Fig. 1: run 1, signal metal coverage by tile
The bar under the picture is 50 µm long. 28 x 33 tiles, from dark blue (low) to red (high), scaled to the fullest tile. Values are wire area over tile area, all layers added.
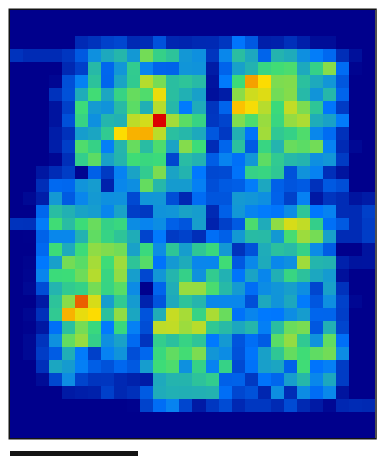
Fig. 2: run 1, metal layers overlaid
The bar under the picture is 50 µm long.
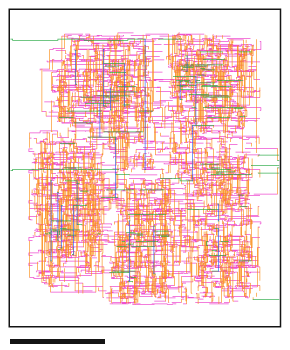
Fig. 3: run 1, cells colored by class
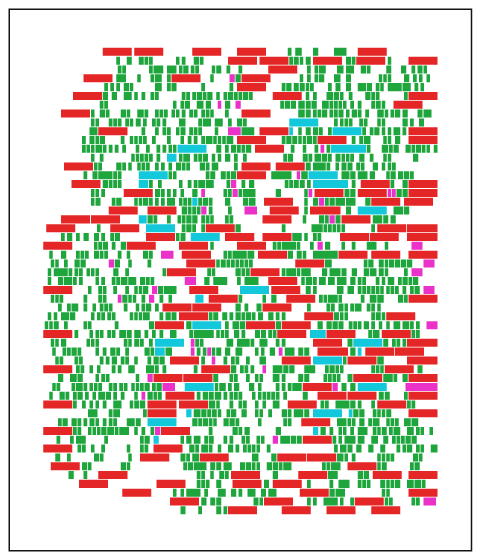
Fig. 4: run 1, sequential cells colored by netlist name
The bar under the picture is 50 µm long.
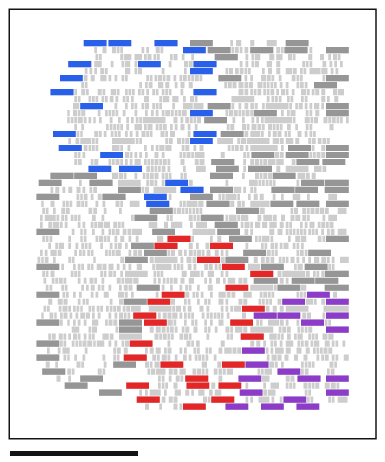
### src/rtl/key_mode_sequencer_pkg.sv
// Shared definitions for the key-stepped mode sequencer.
// Holds the key FSM state encodings and the counter width helper.
package key_mode_sequencer_pkg;

  typedef enum logic [1:0] {
    KEY_IDLE    = 2'd0,
    KEY_PRESSED = 2'd1,
    KEY_REPEAT  = 2'd2
  } key_state_e;

  // Bits needed to count 0..n-1, never less than one bit.
  function automatic int cnt_w(input int n);
    return (n <= 2) ? 1 : $clog2(n);
  endfunction

endpackage

### src/rtl/key_mode_sequencer_key_press_gen.sv
// One push-button front end: 2-flop sync, debounce, press/hold/repeat FSM.
// step pulses one cycle on press and on each auto-repeat; held is the debounced pressed level.
module key_press_gen
  import key_mode_sequencer_pkg::*;
#(
  parameter int DEBOUNCE_CYCLES = 1000000,
  parameter int HOLD_CYCLES     = 25000000,
  parameter int REPEAT_CYCLES   = 10000000
) (
  input  logic clk,
  input  logic rst_n,
  input  logic key_n,
  output logic step,
  output logic held
);

  localparam int DB_W   = cnt_w(DEBOUNCE_CYCLES);
  localparam int HOLD_W = cnt_w(HOLD_CYCLES);
  localparam int RPT_W  = cnt_w(REPEAT_CYCLES);

  localparam logic [DB_W-1:0]   DB_LAST   = DB_W'(DEBOUNCE_CYCLES - 1);
  localparam logic [HOLD_W-1:0] HOLD_LAST = HOLD_W'(HOLD_CYCLES - 1);
  localparam logic [RPT_W-1:0]  RPT_LAST  = RPT_W'(REPEAT_CYCLES - 1);

  logic              sync1_q;
  logic              sync2_q;
  logic              deb_q;
  logic              deb_d;
  logic [DB_W-1:0]   db_cnt_q;
  logic [DB_W-1:0]   db_cnt_d;
  logic              deb_fall;
  logic              deb_rise;

  key_state_e        state_q;
  logic [HOLD_W-1:0] hold_cnt_q;
  logic [RPT_W-1:0]  rpt_cnt_q;
  logic              step_q;

  // Counter runs only while the synchronised level disagrees with the debounced one.
  always_comb begin
    db_cnt_d = '0;
    deb_d    = deb_q;
    if (sync2_q != deb_q) begin
      if (db_cnt_q == DB_LAST) begin
        deb_d = sync2_q;
      end else begin
        db_cnt_d = db_cnt_q + 1'b1;
      end
    end
  end

  // Edges are taken from the next-state value so the step lands with the level change.
  assign deb_fall = deb_q & ~deb_d;
  assign deb_rise = ~deb_q & deb_d;

  always_ff @(posedge clk or negedge rst_n) begin
    if (!rst_n) begin
      sync1_q  <= 1'b1;
      sync2_q  <= 1'b1;
      deb_q    <= 1'b1;
      db_cnt_q <= '0;
    end else begin
      sync1_q  <= key_n;
      sync2_q  <= sync1_q;
      deb_q    <= deb_d;
      db_cnt_q <= db_cnt_d;
    end
  end

  always_ff @(posedge clk or negedge rst_n) begin
    if (!rst_n) begin
      state_q    <= KEY_IDLE;
      hold_cnt_q <= '0;
      rpt_cnt_q  <= '0;
      step_q     <= 1'b0;
    end else begin
      step_q <= 1'b0;
      case (state_q)
        KEY_IDLE: begin
          if (deb_fall) begin
            step_q     <= 1'b1;
            state_q    <= KEY_PRESSED;
            hold_cnt_q <= '0;
          end
        end
        KEY_PRESSED: begin
          hold_cnt_q <= hold_cnt_q + 1'b1;
          if (deb_rise) begin
            state_q <= KEY_IDLE;
          end else if (hold_cnt_q == HOLD_LAST) begin
            step_q    <= 1'b1;
            state_q   <= KEY_REPEAT;
            rpt_cnt_q <= '0;
          end
        end
        KEY_REPEAT: begin
          // A release on the same cycle as a repeat tick wins; no step on release.
          if (deb_rise) begin
            state_q <= KEY_IDLE;
          end else if (rpt_cnt_q == RPT_LAST) begin
            step_q    <= 1'b1;
            rpt_cnt_q <= '0;
          end else begin
            rpt_cnt_q <= rpt_cnt_q + 1'b1;
          end
        end
        default: begin
          state_q <= KEY_IDLE;
        end
      endcase
    end
  end

  assign step = step_q;
  assign held = ~deb_q;

endmodule

### src/rtl/key_mode_sequencer.sv
// Two-button mode stepper: UP/DOWN steps move a wrapping mode index one cycle later.
// mode_chg marks the cycle a new mode value appears; simultaneous UP and DOWN cancel.
module key_mode_sequencer
  import key_mode_sequencer_pkg::*;
#(
  parameter int DEBOUNCE_CYCLES = 1000000,
  parameter int HOLD_CYCLES     = 25000000,
  parameter int REPEAT_CYCLES   = 10000000,
  parameter int NUM_MODES       = 4,
  parameter int MODE_W          = 2
) (
  input  logic              clk,
  input  logic              rst_n,
  input  logic              key_up_n,
  input  logic              key_dn_n,
  output logic [MODE_W-1:0] mode,
  output logic              mode_chg,
  output logic              busy
);

  localparam logic [MODE_W-1:0] MODE_LAST = MODE_W'(NUM_MODES - 1);

  logic              up_step;
  logic              dn_step;
  logic              up_held;
  logic              dn_held;
  logic [MODE_W-1:0] mode_q;
  logic [MODE_W-1:0] mode_d;
  logic              chg_q;
  logic              chg_d;

  key_press_gen #(
    .DEBOUNCE_CYCLES (DEBOUNCE_CYCLES),
    .HOLD_CYCLES     (HOLD_CYCLES),
    .REPEAT_CYCLES   (REPEAT_CYCLES)
  ) u_up (
    .clk   (clk),
    .rst_n (rst_n),
    .key_n (key_up_n),
    .step  (up_step),
    .held  (up_held)
  );

  key_press_gen #(
    .DEBOUNCE_CYCLES (DEBOUNCE_CYCLES),
    .HOLD_CYCLES     (HOLD_CYCLES),
    .REPEAT_CYCLES   (REPEAT_CYCLES)
  ) u_dn (
    .clk   (clk),
    .rst_n (rst_n),
    .key_n (key_dn_n),
    .step  (dn_step),
    .held  (dn_held)
  );

  always_comb begin
    mode_d = mode_q;
    chg_d  = 1'b0;
    if (up_step && !dn_step) begin
      mode_d = (mode_q == MODE_LAST) ? '0 : mode_q + 1'b1;
      chg_d  = 1'b1;
    end else if (dn_step && !up_step) begin
      mode_d = (mode_q == '0) ? MODE_LAST : mode_q - 1'b1;
      chg_d  = 1'b1;
    end
  end

  always_ff @(posedge clk or negedge rst_n) begin
    if (!rst_n) begin
      mode_q <= '0;
      chg_q  <= 1'b0;
    end else begin
      mode_q <= mode_d;
      chg_q  <= chg_d;
    end
  end

  assign mode     = mode_q;
  assign mode_chg = chg_q;
  assign busy     = up_held | dn_held;

endmodule

### config.mk
export PLATFORM = sky130hd
export DESIGN_NAME = key_mode_sequencer
export DESIGN_NICKNAME = d
export VERILOG_FILES = /design/src/rtl/key_mode_sequencer_pkg.sv /design/src/rtl/key_mode_sequencer_key_press_gen.sv /design/src/rtl/key_mode_sequencer.sv
export SDC_FILE = /design/constraint.sdc
export NUM_CORES = 1
export LEC_CHECK = 0
export ABC_AREA = 1
export ABC_CLOCK_PERIOD_IN_PS = 3950
export CORE_ASPECT_RATIO = 1.2
export CORE_MARGIN = 10
export CORE_UTILIZATION = 55
export DETAILED_ROUTE_END_ITERATION = 12
export GPL_TIMING_DRIVEN = 0
export PLACE_DENSITY = 0.73
export SYNTH_ARGS = -nofsm -noshare
export SYNTH_HDL_FRONTEND = slang
export SYNTH_HIERARCHICAL = 1
export SYNTH_SLANG_ARGS = --single-unit
export TNS_END_PERCENT = 20
### constraint.sdc
create_clock -name clk -period 3.95 [get_ports clk]
set_clock_uncertainty 0.15 [all_clocks]
set_input_delay 1.185 -clock clk [delete_from_list [all_inputs] [get_ports clk]]
set_output_delay 1.185 -clock clk [all_outputs]
set_load 0.01 [all_outputs]
==> results.py, run 1 <==
# Auto-generated metrics
metrics = {
    "yosys": {
        "synthXorXnorAreaFrac_pct": 2.31,
        "yosysTopAreaCell": "dfrtp_1",
        "edf_count": 0,
        "fp_nets": 1477,
        "yosysWarnings": 6,
        "flop_cell": "dfrtp_1",
        "ys_sh_aoi_pct": 4.32,
        "syn_inst": 1464,
        "yosys_cells": 1464,
        "synthTopCellsByArea": "dfrtp_1 37%, nand2_1 16%, nand3_1 12%",
    },
    "grt": {
        "grt_pass1_wl_mm": 41.4,
        "antenna_found_initial": 0,
        "track_usage_pct": 20.6,
    },
    "die": {
        "die_w_um": 142,
        "fp_util_pct": 56.0,
        "num_tap_cells": 220,
        "core-area_mm2": 0.0176,
    },
    "sta": {
        "slew_headroom_pct": 64.5,
        "timing.fmax_mhz": 326,
        "hold_viol": 0,
        "tightest_slew_ns": 0.532,
        "rsz0062_at_grt": "false",
        "drv_slew": 0,
    },
    "final_layout": {
        "area_delta_synth_final_pct": 9.60,
        "seqCellArea_mm2": 0.00384,
        "clockBufferCount": 21,
        "sh_seq_area_pct": 35.5,
        "logic_gate_count": 1141,
        "nFillCells": 1670,
        "design.seq.count": 153,
        "fin_util_pct": 61.4,
        "logic_area_mm2": 0.00532,
        "finalInstanceArea_mm2": 0.0108,
    },
    "critical_path": {
        "critPathLaunchType": "flip-flop",
        "cp.required_ns": 2.61,
        "r2r_cells": 11,
        "startpoint": "u_dn/deb_q",
    },
    "clock_network": {
        "holdBufCountCts": 0,
        "clk_latency_ns": 0.43,
    },
    "route": {
        "avgRoutedWirePerCell_um": 14.0,
        "drt_iter0_markers": 580,
        "vias": 9513,
        "drc_errors": 0,
    },
    "job": {
        "tool_warnings": 27,
        "drv_cap": 0,
    },
    "place": {
        "gp_congestion": 0.953,
        "dp_slack_ns": 1.32,
    },
    "outcome": {
        "outcome": "finished clean",
    },
    "power_and_ir_drop": {
        "total_power_w": 0.00324,
    },
}
-- Fig. 1 (at the start) --
- fullest tile: 0.67
- mean over tiles: 0.16
- emptiest ninth of the die: north-west

-- Fig. 2 (at the start) --
- orange: M2 (wire length 11,600 µm)
- blue: M4 (wire length 498 µm)
- magenta: M1 (wire length 11,000 µm)
- green: M3 (wire length 1,030 µm)

-- Fig. 3 (at the start) --
- magenta: remaining buffers and delay cells (cells 42)
- cyan: clock drivers and dummy loads (cells 32)
- red: sequential cells (cells 153)
- green: remaining logic cells (cells 1,277)

-- Fig. 4 (at the start) --
- blue: `u_dn/rpt_cnt_q` (placed flops 24)
- red: `u_up/hold_cnt_q` (placed flops 25)
- purple: `u_up/db_cnt_q` (placed flops 20; where south-east)

==> run 1: per-layer routing <==
metal  wire length (µm)  track usage [%]  part of all wire, %
met5                  0                0                    0
met4                498             7.39                  2.1
met1              11000             27.4                   46
met3               1030             2.84                  4.3
met2              11600             33.4                   48
==> run 1: worst paths after layout <==
path	slack, ns	to
setup / recovery	0.88	busy
hold / removal	0.21	u_dn/sync2_q
setup reg to reg	1.54	u_up/rpt_cnt_q[9]
hold reg to reg	0.21	u_dn/sync2_q
max in group asynchronous	2.19	u_dn/sync1_q
min in group asynchronous	0.56	u_up/db_cnt_q[16]
==> run 1: power breakdown <==
group          internal [W]  switching (W)  leakage [nW]  total (W)
logic             0.0000138      0.0000450          2.33  0.0000587
clock network      0.000947       0.000658         0.278    0.00161
registers           0.00158     0.00000470          2.11    0.00158
==> run 1: placed cells by master, fill, tap and decap left out, drive strengths merged, types with 11 or more instances in the layout <==
cell,n
a21oi,19
buf,25
nand3,240
or2,11
inv,136
o21ai,34
dfrtp,147
clkbuf,32
xnor2,12
nor2,248
nand2,441
nor3,30
xor2,14
nand4,48
==> run 1: registers in the layout (all words and copies together) (netlist names) <==
name / cells
u_up/rpt_cnt_q: 24
u_dn/sync1_q: 1
u_dn/state_q: 2
u_up/hold_cnt_q: 25
mode: 2
u_up/sync1_q: 1
mode_chg: 1
u_up/step: 1
u_dn/db_cnt_q: 20
u_up/state_q: 2
u_dn/hold_cnt_q: 25
u_up/deb_q: 1
u_dn/sync2_q: 1
u_dn/deb_q: 1
u_dn/rpt_cnt_q: 24
u_up/db_cnt_q: 20
u_up/sync2_q: 1
u_dn/step: 1
==> run 1: critical path, cell delays in order, from the launching register on <==
cell	delay (ns)
dfstp_2	0.54
inv_1	0.05
or2_1	0.24
clkdlybuf4s50_1	0.48
==> inputs of run 2 (changes only) <==
--- a/config.mk
+++ b/config.mk
@@ -6,13 +6,13 @@
 export NUM_CORES = 1
 export LEC_CHECK = 0
 export ABC_AREA = 1
-export ABC_CLOCK_PERIOD_IN_PS = 3950
+export ABC_CLOCK_PERIOD_IN_PS = 2600
 export CORE_ASPECT_RATIO = 1.2
 export CORE_MARGIN = 10
 export CORE_UTILIZATION = 55
 export DETAILED_ROUTE_END_ITERATION = 12
 export GPL_TIMING_DRIVEN = 0
-export PLACE_DENSITY = 0.73
+export PLACE_DENSITY = 0.76
 export SYNTH_ARGS = -nofsm -noshare
 export SYNTH_HDL_FRONTEND = slang
 export SYNTH_HIERARCHICAL = 1
==> constraint.sdc (replaced) <==
create_clock -name clk -period 2.6 [get_ports clk]
set_clock_uncertainty 0.15 [all_clocks]
set_input_delay 0.78 -clock clk [delete_from_list [all_inputs] [get_ports clk]]
set_output_delay 0.78 -clock clk [all_outputs]
set_load 0.01 [all_outputs]
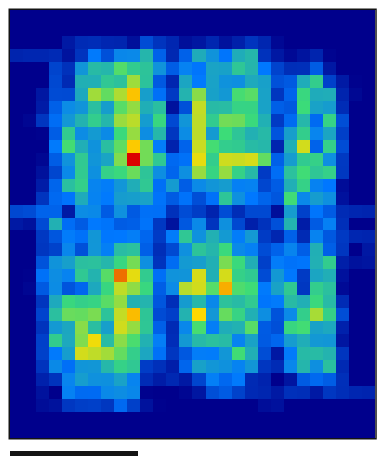
Fig. 5. Signal metal coverage by tile (run 2).
The bar under the picture is 50 µm long. 28 x 33 tiles, from dark blue (low) to red (high), scaled to the fullest tile. Values are wire area over tile area, all layers added.
- densest ninth of the die: center
- fullest tile: 0.75
- tiles over half the peak: 8.5%

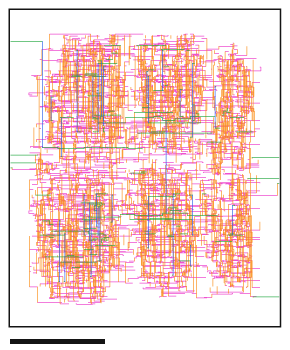
Fig. 6. Metal layers overlaid (run 2).
The bar under the picture is 50 µm long.
- magenta: M1 (wire length 10,700 µm)
- green: M3 (wire length 910 µm)
- blue: M4 (wire length 764 µm)
- orange: M2 (wire length 12,000 µm)

==> run 2 against run 1 <==
Net effect: sequential power increased by 52%; sequential share of layout area is 0.12 points lower; sequential cell count unchanged; critical path type unchanged; wire length is 1.3% higher.
==> results.py, run 2 <==
# Auto-generated metrics
metrics = {
    "power_and_ir_drop": {
        "p_int_w": 0.00397,
        "p_switching_w": 0.00106,
        "seqPwrFrac_pct": 47.8,
        "total_power_w": 0.00503,
        "sw_frac_of_total_pct": 21.0,
        "p_comb_share_pct": 1.8,
        "clockPowerShare_pct": 50.5,
    },
    "clock_network": {
        "holdBufCountCts": 0,
        "cts_setup_buffers": 0,
        "cts_made_buffers": 17,
        "htreeDepth": 4,
        "clk_latency_ns": 0.42,
    },
    "place": {
        "dp_slack_ns": 0.238,
        "gp_congestion": 0.988,
        "post-place-cells": 1692,
    },
    "sta": {
        "setup_violations": 0,
        "rsz0062_at_grt": "false",
        "tightest_slew_ns": 0.560,
        "slew_headroom_pct": 62.7,
        "hold_viol": 0,
        "min_period_ns": 2.46,
        "finalWorstSetupSlack_ns": 0.144,
        "timing.fmax_mhz": 407,
        "hold_ws_ns": 0.153,
        "drv_slew": 0,
    },
    "yosys": {
        "fp_nets": 1477,
        "syn_inst": 1464,
        "edf_count": 0,
        "numSynthFlops": 153,
        "yosysTopAreaCell": "dfrtp_1",
        "flop_cell": "dfrtp_1",
        "syn_avg_cell_area_um2": 6.73,
        "synthTopCellsByArea": "dfrtp_1 37%, nand2_1 16%, nand3_1 12%",
        "yosysWarnings": 6,
        "common_cells": "429 x nand2_1, 239 x nor2_1, 235 x nand3_1",
        "yosys_cells": 1464,
    },
    "final_layout": {
        "reg_top3": "u_dn/hold_cnt_q (25), u_up/hold_cnt_q (25)",
        "final_cell_mix": "429 x nand2_1, 238 x nor2_1, 235 x nand3_1, 147 x dfrtp_1, 122 x inv_1",
        "nFillCells": 1611,
        "finalInstanceArea_mm2": 0.0108,
        "fin_util_pct": 61.6,
        "layout_top_cell": "nand2_1",
        "area_delta_synth_final_pct": 9.97,
    },
    "die": {
        "die_y_um": 167,
        "die_w_um": 142,
        "core-area_mm2": 0.0176,
        "core.rowCount": 53,
        "fp_util_pct": 56.0,
    },
    "worst_hold_path": {
        "worst_hold_path_type": "primary input to async pin",
    },
    "grt": {
        "antenna_found_initial": 0,
        "grt_pass1_wl_mm": 42.1,
        "overflow": 0,
        "track_usage_pct": 21.0,
        "grt_pass1_vias": 9221,
    },
    "route": {
        "avgRoutedWirePerCell_um": 14.2,
        "vias": 9604,
        "routed_via_density": 5.57,
        "drc_errors": 0,
        "drt_iter0_markers": 765,
        "routed_wl_mm": 24.4,
    },
    "outcome": {
        "outcome": "finished clean",
    },
    "critical_path": {
        "critPathLaunchType": "flip-flop",
        "crit_path_end_kind": "output port",
        "cp.required_ns": 1.67,
        "crit_type": "flip-flop to output port",
        "startpoint": "u_dn/deb_q",
    },
    "job": {
        "drv_cap": 0,
        "tool_warnings": 29,
    },
}
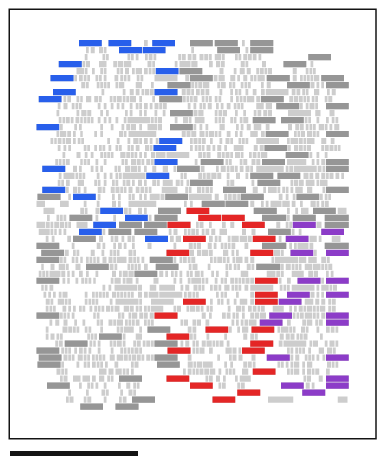
Fig. 7. Sequential cells colored by netlist name (run 2).
The bar under the picture is 50 µm long.
- red: `u_up/hold_cnt_q` (placed flops 25)
- blue: `u_dn/rpt_cnt_q` (placed flops 24)
- purple: `u_up/db_cnt_q` (placed flops 20)
- not colored: 84

[run 2: worst max-delay path, stage by stage, from the launching register on]
cell and delay (ns):
dfstp_2 0.54, inv_1 0.06, or2_1 0.22, dlygate4sd2_1 0.29
[run 2: worst paths after layout]
path,to,slack [ns],cells past startpoint
setup / recovery,busy,0.14,3
hold / removal,u_up/db_cnt_q[12],0.15,1
setup reg to reg,u_dn/rpt_cnt_q[5],0.23,11
hold reg to reg,u_dn/sync2_q,0.21,0
max in group asynchronous,u_dn/deb_q,1.29,2
min in group clk,u_dn/sync2_q,0.21,0
[run 2: layer usage]
metal,vias up,part of all wire [%],global-route usage (%),wire length [µm]
met3,65,3.7,3.78,910
li1,4806,-,-,-
met1,4491,44,24.9,10700
met2,242,49,35.8,12000
met5,-,0,0,0
met4,0,3.1,9.26,763
[run 2: area by class of cell]
class                           count  area (µm²)  area share [%]
Clock buffer                       21         460            4.25
Multi-Input combinational cell   1141        5330            49.2
Timing Repair Buffer                8        97.6           0.901
Tap cell                          220         275            2.54
Buffer                             34         176            1.63
Clock inverter                     11         146            1.35
Inverter                          136         513            4.74
Sequential cell                   153        3840            35.4
[run 2: logic make-up (layout without fill, tap and decap cells)]
family / Yosys count / after routing / share of synthesized area [%]
buf+inv: 170 / 210 / 7.00
xor+xnor: 26 / 26 / 2.31
simple gates: 1031 / 1031 / 46.3
compound gates: 75 / 75 / 4.32
fa+ha+maj: 9 / 9 / 1.14
flops: 153 / 153 / 38.9
[run 2: power by group through the flow]
stage	sequential, W	clock, W	combinational (W)
2_1_floorplan	0.00244	0	0.0000285
3_3_place_gp	0.00245	0	0.0000867
3_5_place_dp	0.00245	0	0.0000941
4_1_cts	0.00240	0.00260	0.0000936
5_1_grt	0.00240	0.00271	0.000106
6_report	0.00240	0.00254	0.0000893
Power is estimated from default activity; no workload was simulated.
